[src/rtl/pwm_capture_pkg.sv]
// Shared types and constants for the PWM capture block and its divider.
`timescale 1ns/1ps
package pwm_capture_pkg;
   localparam int DUTY_W = 8;
   localparam logic [DUTY_W-1:0] DUTY_FULL = '1;

   typedef enum logic [1:0] {
      WAIT_RISE = 2'd0,
      MEAS_HIGH = 2'd1,
      MEAS_LOW  = 2'd2
   } state_e;
endpackage

[src/rtl/pwm_capture_if.sv]
// PWM capture bus: the raw input pin plus the measurement results.
// Handshake: duty_valid is a single-cycle strobe; duty/high_cycles/period_cycles/stuck are
// valid in that cycle and hold until the next strobe. There is no ready; a consumer must sample on the strobe.
`timescale 1ns/1ps
interface pwm_capture_if import pwm_capture_pkg::*; #(
   parameter int CNT_W = 25
);
   logic              pwm_in;
   logic [DUTY_W-1:0] duty;
   logic [CNT_W-1:0]  high_cycles;
   logic [CNT_W-1:0]  period_cycles;
   logic              duty_valid;
   logic              stuck;
   logic              overrun;
   state_e            dbg_state;

   modport master (
      input  pwm_in,
      output duty, high_cycles, period_cycles, duty_valid, stuck, overrun, dbg_state
   );
   modport slave (
      output pwm_in,
      input  duty, high_cycles, period_cycles, duty_valid, stuck, overrun, dbg_state
   );
endinterface

[src/rtl/pwm_capture_div.sv]
// Restoring divider: DUTY_W quotient bits of dividend*2^DUTY_W/divisor, one bit per clock, MSB first.
// Requires dividend < divisor, so the quotient never saturates.
`timescale 1ns/1ps
module pwm_capture_div import pwm_capture_pkg::*; #(
   parameter int CNT_W = 25
) (
   input  logic              clk,
   input  logic              rst,
   input  logic              start,
   input  logic [CNT_W-1:0]  dividend,
   input  logic [CNT_W-1:0]  divisor,
   output logic              busy,
   output logic              done,
   output logic [DUTY_W-1:0] quot
);
   localparam logic [2:0] LAST_STEP = 3'(DUTY_W - 1);

   logic [CNT_W-1:0]  rem_q;
   logic [CNT_W-1:0]  dsr_q;
   logic [DUTY_W-2:0] q_q;
   logic [2:0]        step_q;
   logic              busy_q;
   logic [CNT_W-1:0]  rem_sh;
   logic              take;

   // rem < divisor, so the true difference always fits in CNT_W bits even when rem<<1 carries out
   always_comb begin
      rem_sh = {rem_q[CNT_W-2:0], 1'b0};
      take   = rem_q[CNT_W-1] | (rem_sh >= dsr_q);
   end

   always_ff @(posedge clk) begin
      if (rst) begin
         rem_q  <= '0;
         dsr_q  <= '0;
         q_q    <= '0;
         step_q <= '0;
         busy_q <= 1'b0;
      end else if (busy_q) begin
         rem_q  <= take ? (rem_sh - dsr_q) : rem_sh;
         q_q    <= quot[DUTY_W-2:0];
         step_q <= step_q + 3'd1;
         if (step_q == LAST_STEP) busy_q <= 1'b0;
      end else if (start) begin
         rem_q  <= dividend;
         dsr_q  <= divisor;
         q_q    <= '0;
         step_q <= '0;
         busy_q <= 1'b1;
      end
   end

   assign busy = busy_q;
   assign done = busy_q && (step_q == LAST_STEP);
   assign quot = {q_q, take};
endmodule

[src/rtl/pwm_capture.sv]
// Measures high time and period of an asynchronous PWM input and reports duty on a 0..255 scale.
// A static input is reported as 0 or full scale after TIMEOUT cycles without edges.
`timescale 1ns/1ps
module pwm_capture import pwm_capture_pkg::*; #(
   parameter int CNT_W   = 25,
   parameter int TIMEOUT = 27000000
) (
   input logic           clk,
   input logic           rst,
   pwm_capture_if.master bus
);
   localparam logic [CNT_W-1:0] CNT_MAX = '1;
   localparam logic [CNT_W-1:0] TMO_LIM = CNT_W'(TIMEOUT - 1);

   logic sync1_q, sync2_q, sync2_d_q, rise_q, fall_q;
   logic [CNT_W-1:0] idle_q, cnt_q, high_meas_q, res_high_q, res_period_q;
   logic [CNT_W-1:0] high_out_q, period_out_q;
   logic [DUTY_W-1:0] duty_q, div_quot;
   logic duty_valid_q, stuck_q, overrun_q;
   logic div_busy, div_done, div_start;
   logic evt, tmo_hit, cnt_restart, latch_high, ovr_hit;
   state_e state_q, state_d;

   always_ff @(posedge clk) begin
      if (rst) begin
         sync1_q   <= 1'b0;
         sync2_q   <= 1'b0;
         sync2_d_q <= 1'b0;
         rise_q    <= 1'b0;
         fall_q    <= 1'b0;
      end else begin
         sync1_q   <= bus.pwm_in;
         sync2_q   <= sync1_q;
         sync2_d_q <= sync2_q;
         rise_q    <= sync2_q & ~sync2_d_q;
         fall_q    <= ~sync2_q & sync2_d_q;
      end
   end

   // An edge in the same cycle always beats a timeout
   assign evt     = rise_q | fall_q;
   assign tmo_hit = (idle_q >= TMO_LIM) && !div_busy && !evt;

   always_ff @(posedge clk) begin
      if (rst || evt || tmo_hit) idle_q <= '0;
      else if (idle_q != CNT_MAX) idle_q <= idle_q + 1'b1;
   end

   always_ff @(posedge clk) begin
      if (rst) state_q <= WAIT_RISE;
      else     state_q <= state_d;
   end

   always_comb begin
      state_d     = state_q;
      cnt_restart = 1'b0;
      latch_high  = 1'b0;
      div_start   = 1'b0;
      ovr_hit     = 1'b0;
      if (tmo_hit) begin
         state_d = WAIT_RISE;
      end else begin
         case (state_q)
            WAIT_RISE: if (rise_q) begin
               cnt_restart = 1'b1;
               state_d     = MEAS_HIGH;
            end
            MEAS_HIGH: if (fall_q) begin
               latch_high = 1'b1;
               state_d    = MEAS_LOW;
            end
            MEAS_LOW: if (rise_q) begin
               cnt_restart = 1'b1;
               state_d     = MEAS_HIGH;
               ovr_hit     = div_busy;
               div_start   = !div_busy;
            end
            default: state_d = WAIT_RISE;
         endcase
      end
   end

   // The event cycle itself counts as the first cycle of the new period
   always_ff @(posedge clk) begin
      if (rst) begin
         cnt_q        <= '0;
         high_meas_q  <= '0;
         res_high_q   <= '0;
         res_period_q <= '0;
      end else begin
         if (cnt_restart)          cnt_q <= CNT_W'(1);
         else if (cnt_q != CNT_MAX) cnt_q <= cnt_q + 1'b1;
         if (latch_high) high_meas_q <= cnt_q;
         if (div_start) begin
            res_high_q   <= high_meas_q;
            res_period_q <= cnt_q;
         end
      end
   end

   pwm_capture_div #(.CNT_W(CNT_W)) u_div (
      .clk      (clk),
      .rst      (rst),
      .start    (div_start),
      .dividend (high_meas_q),
      .divisor  (cnt_q),
      .busy     (div_busy),
      .done     (div_done),
      .quot     (div_quot)
   );

   always_ff @(posedge clk) begin
      if (rst) begin
         duty_q       <= '0;
         high_out_q   <= '0;
         period_out_q <= '0;
         duty_valid_q <= 1'b0;
         stuck_q      <= 1'b0;
         overrun_q    <= 1'b0;
      end else begin
         duty_valid_q <= 1'b0;
         overrun_q    <= ovr_hit;
         if (div_done) begin
            duty_q       <= div_quot;
            high_out_q   <= res_high_q;
            period_out_q <= res_period_q;
            duty_valid_q <= 1'b1;
            stuck_q      <= 1'b0;
         end else if (tmo_hit) begin
            duty_q       <= sync2_q ? DUTY_FULL : '0;
            high_out_q   <= '0;
            period_out_q <= '0;
            duty_valid_q <= 1'b1;
            stuck_q      <= 1'b1;
         end
      end
   end

   assign bus.duty          = duty_q;
   assign bus.high_cycles   = high_out_q;
   assign bus.period_cycles = period_out_q;
   assign bus.duty_valid    = duty_valid_q;
   assign bus.stuck         = stuck_q;
   assign bus.overrun       = overrun_q;
   assign bus.dbg_state     = state_q;
endmodule

[src/flat_wrapper.sv]
// flat-port wrapper written by rule: the top's interface ports become plain ports
module pwm_capture_flat import pwm_capture_pkg::*;
#(
   parameter int CNT_W   = 25,
   parameter int TIMEOUT = 27000000
)
  (clk, rst, bus_pwm_in, bus_duty, bus_high_cycles, bus_period_cycles, bus_duty_valid, bus_stuck, bus_overrun, bus_dbg_state);
  pwm_capture_if #(.CNT_W(CNT_W)) bus_i ();
  input logic clk;
  input logic rst;
  input wire logic [$bits(bus_i.pwm_in)-1:0] bus_pwm_in;
  output wire logic [$bits(bus_i.duty)-1:0] bus_duty;
  output wire logic [$bits(bus_i.high_cycles)-1:0] bus_high_cycles;
  output wire logic [$bits(bus_i.period_cycles)-1:0] bus_period_cycles;
  output wire logic [$bits(bus_i.duty_valid)-1:0] bus_duty_valid;
  output wire logic [$bits(bus_i.stuck)-1:0] bus_stuck;
  output wire logic [$bits(bus_i.overrun)-1:0] bus_overrun;
  output wire logic [$bits(bus_i.dbg_state)-1:0] bus_dbg_state;
  assign bus_i.pwm_in = bus_pwm_in;
  assign bus_duty = bus_i.duty;
  assign bus_high_cycles = bus_i.high_cycles;
  assign bus_period_cycles = bus_i.period_cycles;
  assign bus_duty_valid = bus_i.duty_valid;
  assign bus_stuck = bus_i.stuck;
  assign bus_overrun = bus_i.overrun;
  assign bus_dbg_state = bus_i.dbg_state;
  pwm_capture #(.CNT_W(CNT_W), .TIMEOUT(TIMEOUT)) u_core (.clk(clk), .rst(rst), .bus(bus_i));
endmodule
[config.mk]
export PLATFORM = sky130hd
export DESIGN_NAME = pwm_capture_flat
export DESIGN_NICKNAME = d
export VERILOG_FILES = /design/src/rtl/pwm_capture_pkg.sv /design/src/rtl/pwm_capture_if.sv /design/src/rtl/pwm_capture_div.sv /design/src/rtl/pwm_capture.sv /design/src/flat_wrapper.sv
export SDC_FILE = /design/constraint.sdc
export NUM_CORES = 1
export LEC_CHECK = 0
export CAP_MARGIN = 0
export CORE_MARGIN = 3
export CORE_UTILIZATION = 45
export CTS_BUF_LIST = sky130_fd_sc_hd__clkbuf_2
export CTS_CLUSTER_DIAMETER = 60
export DETAILED_ROUTE_END_ITERATION = 7
export GPL_TIMING_DRIVEN = 0
export PLACE_DENSITY = 0.74
export SYNTH_ARGS = -nofsm -noshare
export SYNTH_HDL_FRONTEND = slang
export SYNTH_SLANG_ARGS = --single-unit
[constraint.sdc]
create_clock -name clk -period 3.05 [get_ports clk]
set_clock_uncertainty 0.2 [all_clocks]
set_input_delay 0.915 -clock clk [delete_from_list [all_inputs] [get_ports clk]]
set_output_delay 0.915 -clock clk [all_outputs]
set_load 0.02 [all_outputs]
==> impl_metrics.ini, run 1 <==
; flow metrics
[synth]
ff_type = dfxtp_1
syn_area_per_cell_um2 = 8.13
area_leaders = dfxtp_1, a21oi_1, nand2_1, nand3_1, ha_1
synthAoiAreaFrac = 0.179
xor_area_frac = 0.0416
ys_cells = 1345
ys.warnings.count = 0
yosys_area_um2 = 10900
edf_count = 0
synth_cell_type_count = 57
yosysSeqAreaShare = 0.465

[final_timing]
slew_violations = 0
period_needed_ps = 2970
relSlewSlack = 0.501
finalCritPeriodShare = 0.973
rsz0062_at_grt = false
hold_viol = 0
fmax_mhz = 337

[global_routing]
grt_max_degree = 11
grt_pass1_vias = 9550
use_met3 = 0.0479
antenna_found_initial = 1

[critical_path]
path_cells = inv_1 > fa_1 > nor2b_1 > o31ai_1 > a21oi_2 > a41oi_2 > o221ai_2 > nor3_1 > a2111o_1 > a31oi_1
setup.worst_path.class = flop to flop
start_kind = flop
path_buffers = 1
crit_path_end = u_core.u_div.rem_q[22]
worst-path-stages = 10
cp_max_fo = 4
crit_path_max_incr_delay_ps = 470
cp.arrival_ps = 3520

[place]
hpwlAfterDp_um = 23000

[clock_network]
root_buffer = clkbuf_2
cts.hold.buffers_added = 0
cts_buffers = 67
clk_latency_ps = 850
clock-sinks = 254
post_cts_buffers = 2
post_cts_resized = 13
clk_pin_slew_ps = 100

[hold_path]
hold_depth = 1
hold_end = u_core.rise_q

[detailed_routing]
wl_met3_um = 2080
wl_met1_um = 14000
highest_layer = met4
viasPerCell = 5.51
post-route-drc-count = 0

[power_and_ir_drop]
pg_comb_mw = 0.110
power.density_nw_per_um2 = 456
p_comb_frac = 0.019
power_leakage_nw = 4.72

[final_layout]
layout_top_cells = nand2_1, dfxtp_1, a21oi_1
final_layout_size_suffix_gt1_frac = 0.107
area_growth_pct = 17.7

[floorplanning]
floorplan.core_util = 0.462
num_rows = 56
core_area_um2 = 23700
io-pin-count = 66
fp.dieW_um = 162
chip_area_um2 = 26200

[status]
status = finished, final reports clean
==> run 1: through the flow <==
stage / cell area (µm²) / setup TNS, ps / power, mW / setup slack [ps] / cells
6_report: 12900 / 0 / 5.87 / 81.7 / 1846
5_1_grt: 12900 / 0 / 6.11 / 0.906 / 1846
4_1_cts: 12600 / 0 / 5.92 / 3.94 / 1841
3_5_place_dp: 12000 / -8990 / 3.52 / -468 / 1728
3_3_place_gp: 12000 / -8580 / 3.52 / -450 / 1728
2_1_floorplan: 10900 / 0 / 3.48 / 202 / 1345
==> run 1: final cells by class <==
type	instances	area [µm²]
clock inverter	16	128
sequential	254	5090
inverter	41	154
multi-input combinational	967	5560
buffer	79	343
antenna	1	2.50
fill	2308	10800
tap	319	399
clock buffer	97	485
timing repair buffer	72	718
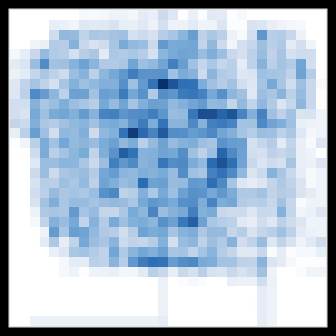
*Wire density map, run 1*
The die is cut into 32 by 32 equal tiles; white is low, dark blue is high, scaled to the fullest tile. Values are wire area over tile area, all layers added.
- densest ninth of the die: centre
- fullest tile: 0.70
- tiles over half the peak: 17%
- mean over tiles: 0.19
- nearly empty tiles: 21%
wire per inst: 17.0 µm
Detailed Route WL: 31,400 µm

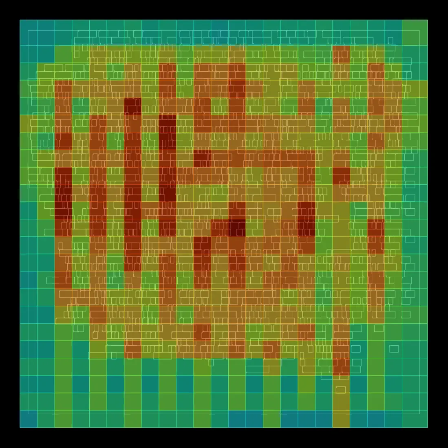
*Routing congestion map, run 1*
met2 usage in global routing: 0.378
GRT met1 Usage: 0.311
Tot GR Track Use: 0.235
GR peak layer: met2

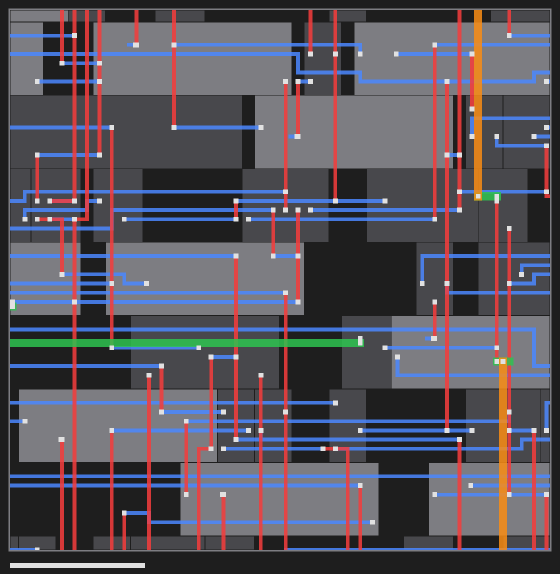
*A small window of the routed layout, run 1*
Bar = 5 µm. Region (111, 111) to (131, 131) µm. Cells in grey, sequential cells in the stronger grey; small squares are vias.
- M1: blue
- M3: green
- M2: red
- M4: orange
- sequential cells in the window: 8
- netlist names of flops here include: `u_core.idle_q` (4), `u_core.u_div.rem_q` (2)
- most frequent: dfxtp_1 (8), nor2_1 (3)
- cells with their middle in the window: 25

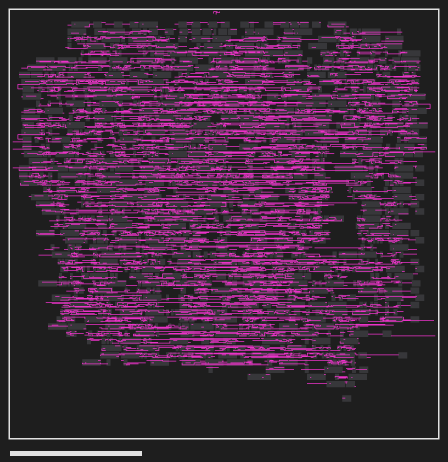
*M1 wires, run 1*
Bar = 50 µm.
- main direction: horizontal
- share of all routed wire: 45%
- nets with wire on the layer: 1,437
- longest straight run: 51.1 µm
- wire length on this layer: 14,000 µm
detailed-route via count: 10.2k

==> run 1 -> run 2 <==
--- a/config.mk
+++ b/config.mk
@@ -8,7 +8,7 @@
 export CAP_MARGIN = 0
 export CORE_MARGIN = 3
 export CORE_UTILIZATION = 45
-export CTS_BUF_LIST = sky130_fd_sc_hd__clkbuf_2
+export CTS_BUF_LIST = sky130_fd_sc_hd__clkbuf_4 sky130_fd_sc_hd__clkbuf_8
 export CTS_CLUSTER_DIAMETER = 60
 export DETAILED_ROUTE_END_ITERATION = 7
 export GPL_TIMING_DRIVEN = 0
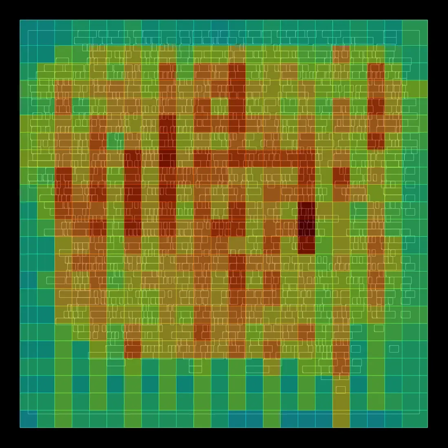
*Routing congestion map, run 2*
met2 usage in global routing: 0.381
GR Util met3: 0.0467
GRT met1 Usage: 0.306
Tot GR Track Use: 0.230
Util after Layout: 0.551

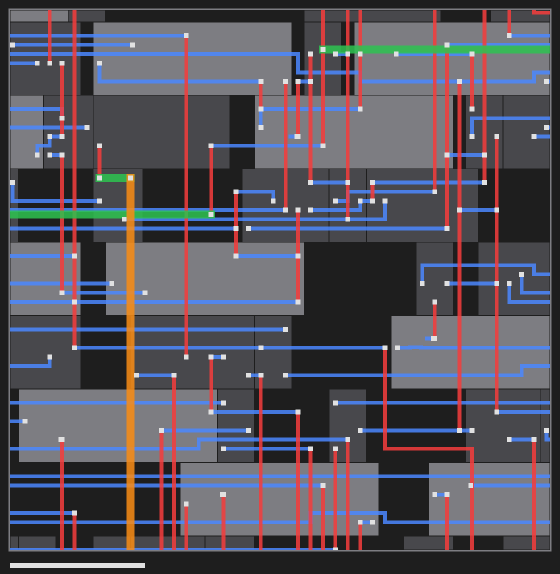
*A small window of the routed layout, run 2*
Bar = 5 µm. Region (111, 111) to (131, 131) µm. Cells in grey, sequential cells in the stronger grey; small squares are vias.
- M2: red
- M3: green
- M4: orange
- M1: blue
- netlist names of flops here include: `u_core.idle_q` (4), `u_core.u_div.rem_q` (2)
- cells with their middle in the window: 26
- most frequent: dfxtp_1 (8), nor2_1 (4)
- sequential cells in the window: 8

==> run 2 against run 1 <==
First-iteration DRC count down 1.9%. Critical path depth up 2. Via count down 1.9%. Critical path type unchanged. Final cell count down 2.3%. Count of clock-buffer cells in the layout down 35. Synthesized area unchanged. Utilization up 0.67 points.
==> impl_metrics.ini, run 2 <==
; flow metrics
[clock_network]
clk_latency_ps = 550
post_cts_resized = 7
clock-sinks = 254
clk_pin_slew_ps = 60
cts_buffers = 42
root_buffer = clkbuf_8
cts_tree = yes
post_cts_buffers = 2
cts.hold.buffers_added = 0

[power_and_ir_drop]
finalPower_mw = 6.45
p_comb_frac = 0.017
clockPowerShare = 0.465
power.density_nw_per_um2 = 495
power_leakage_nw = 4.54
pg_comb_mw = 0.110

[final_layout]
antenna_cells = 0
buf_share = 0.0792
largest_class = multi-input combinational cells
sh_comb_area = 0.424
nClkBuffers = 62
layout_top_cells = nand2_1, dfxtp_1, a21oi_1
clk_share = 0.0647
final_layout_size_suffix_gt1_frac = 0.0822
area_growth_pct = 19.2
sh_seq_area = 0.390
ff_count = 254
inverters = 41
logic_gate_count = 967
n_fill_cell = 2250

[job]
warnings = 27

[global_routing]
antenna_found_initial = 0
top_usage_layer = met2
grt_max_degree = 12
grt_pass1_vias = 9326

[critical_path]
cp_max_fo = 10
start_kind = flop
path_buffers = 3
setup.worst_path.class = flop to flop
cp.arrival_ps = 3220
crit_path_max_incr_delay_ps = 380
path_cells = inv_1 > ha_2 > a21oi_2 > o21ai_0 > nand4_1 > o211ai_1 > a211o_2 > or2_1 > clkbuf_4 > buf_6 > o21ai_0 > o22ai_1

[final_timing]
finalCritPeriodShare = 0.984
fmax_mhz = 333
hold_viol = 0
setup-violations-final = 0
relSlewSlack = 0.497
slew_violations = 0
period_needed_ps = 3000

[synth]
ys_cells = 1345
syn_area_per_cell_um2 = 8.13
xor_area_frac = 0.0416
yosys_area_um2 = 10900
ys.warnings.count = 0

[status]
status = finished, final reports clean

[detailed_routing]
wl_per_cell_um = 17.2
drt_wl_total_um = 31100
post-route-drc-count = 0
wl_met3_um = 2040
highest_layer = met4
wl_met1_um = 13900
dr_total_vias = 9986

[floorplanning]
chip_area_um2 = 26200
core_area_um2 = 23700
fp.dieW_um = 162
floorplan.core_util = 0.462
tapCellCount = 319
num_rows = 56

[place]
hpwlAfterDp_um = 23000

[hold_path]
hold_end = u_core.rise_q
==> run 2: metrics by stage <==
| stage | setup TNS [ps] | cell area (µm²) | utilization | worst slack [ps] | instances |
|---|---|---|---|---|---|
| 6_report | 0 | 13000 | 0.551 | 48.0 | 1803 |
| 5_1_grt | -57.1 | 13000 | 0.551 | -17.5 | 1803 |
| 4_1_cts | 0 | 12900 | 0.543 | 3.40 | 1800 |
| 3_5_place_dp | -8990 | 12000 | 0.506 | -468 | 1728 |
| 3_3_place_gp | -8580 | 12000 | 0.506 | -450 | 1728 |
| 2_1_floorplan | 0 | 10900 | - | 202 | 1345 |
==> run 2: cells by family after synthesis <==
kind of cell	Yosys count
AND-OR/OR-AND	340
XOR/XNOR	52
adder cells (fa/ha/maj)	30
buffers and inverters	124
flip-flops	254
multiplexers	20
AND/OR/NAND/NOR	525
No activity file was given, so power comes from the tool's default toggle rates.
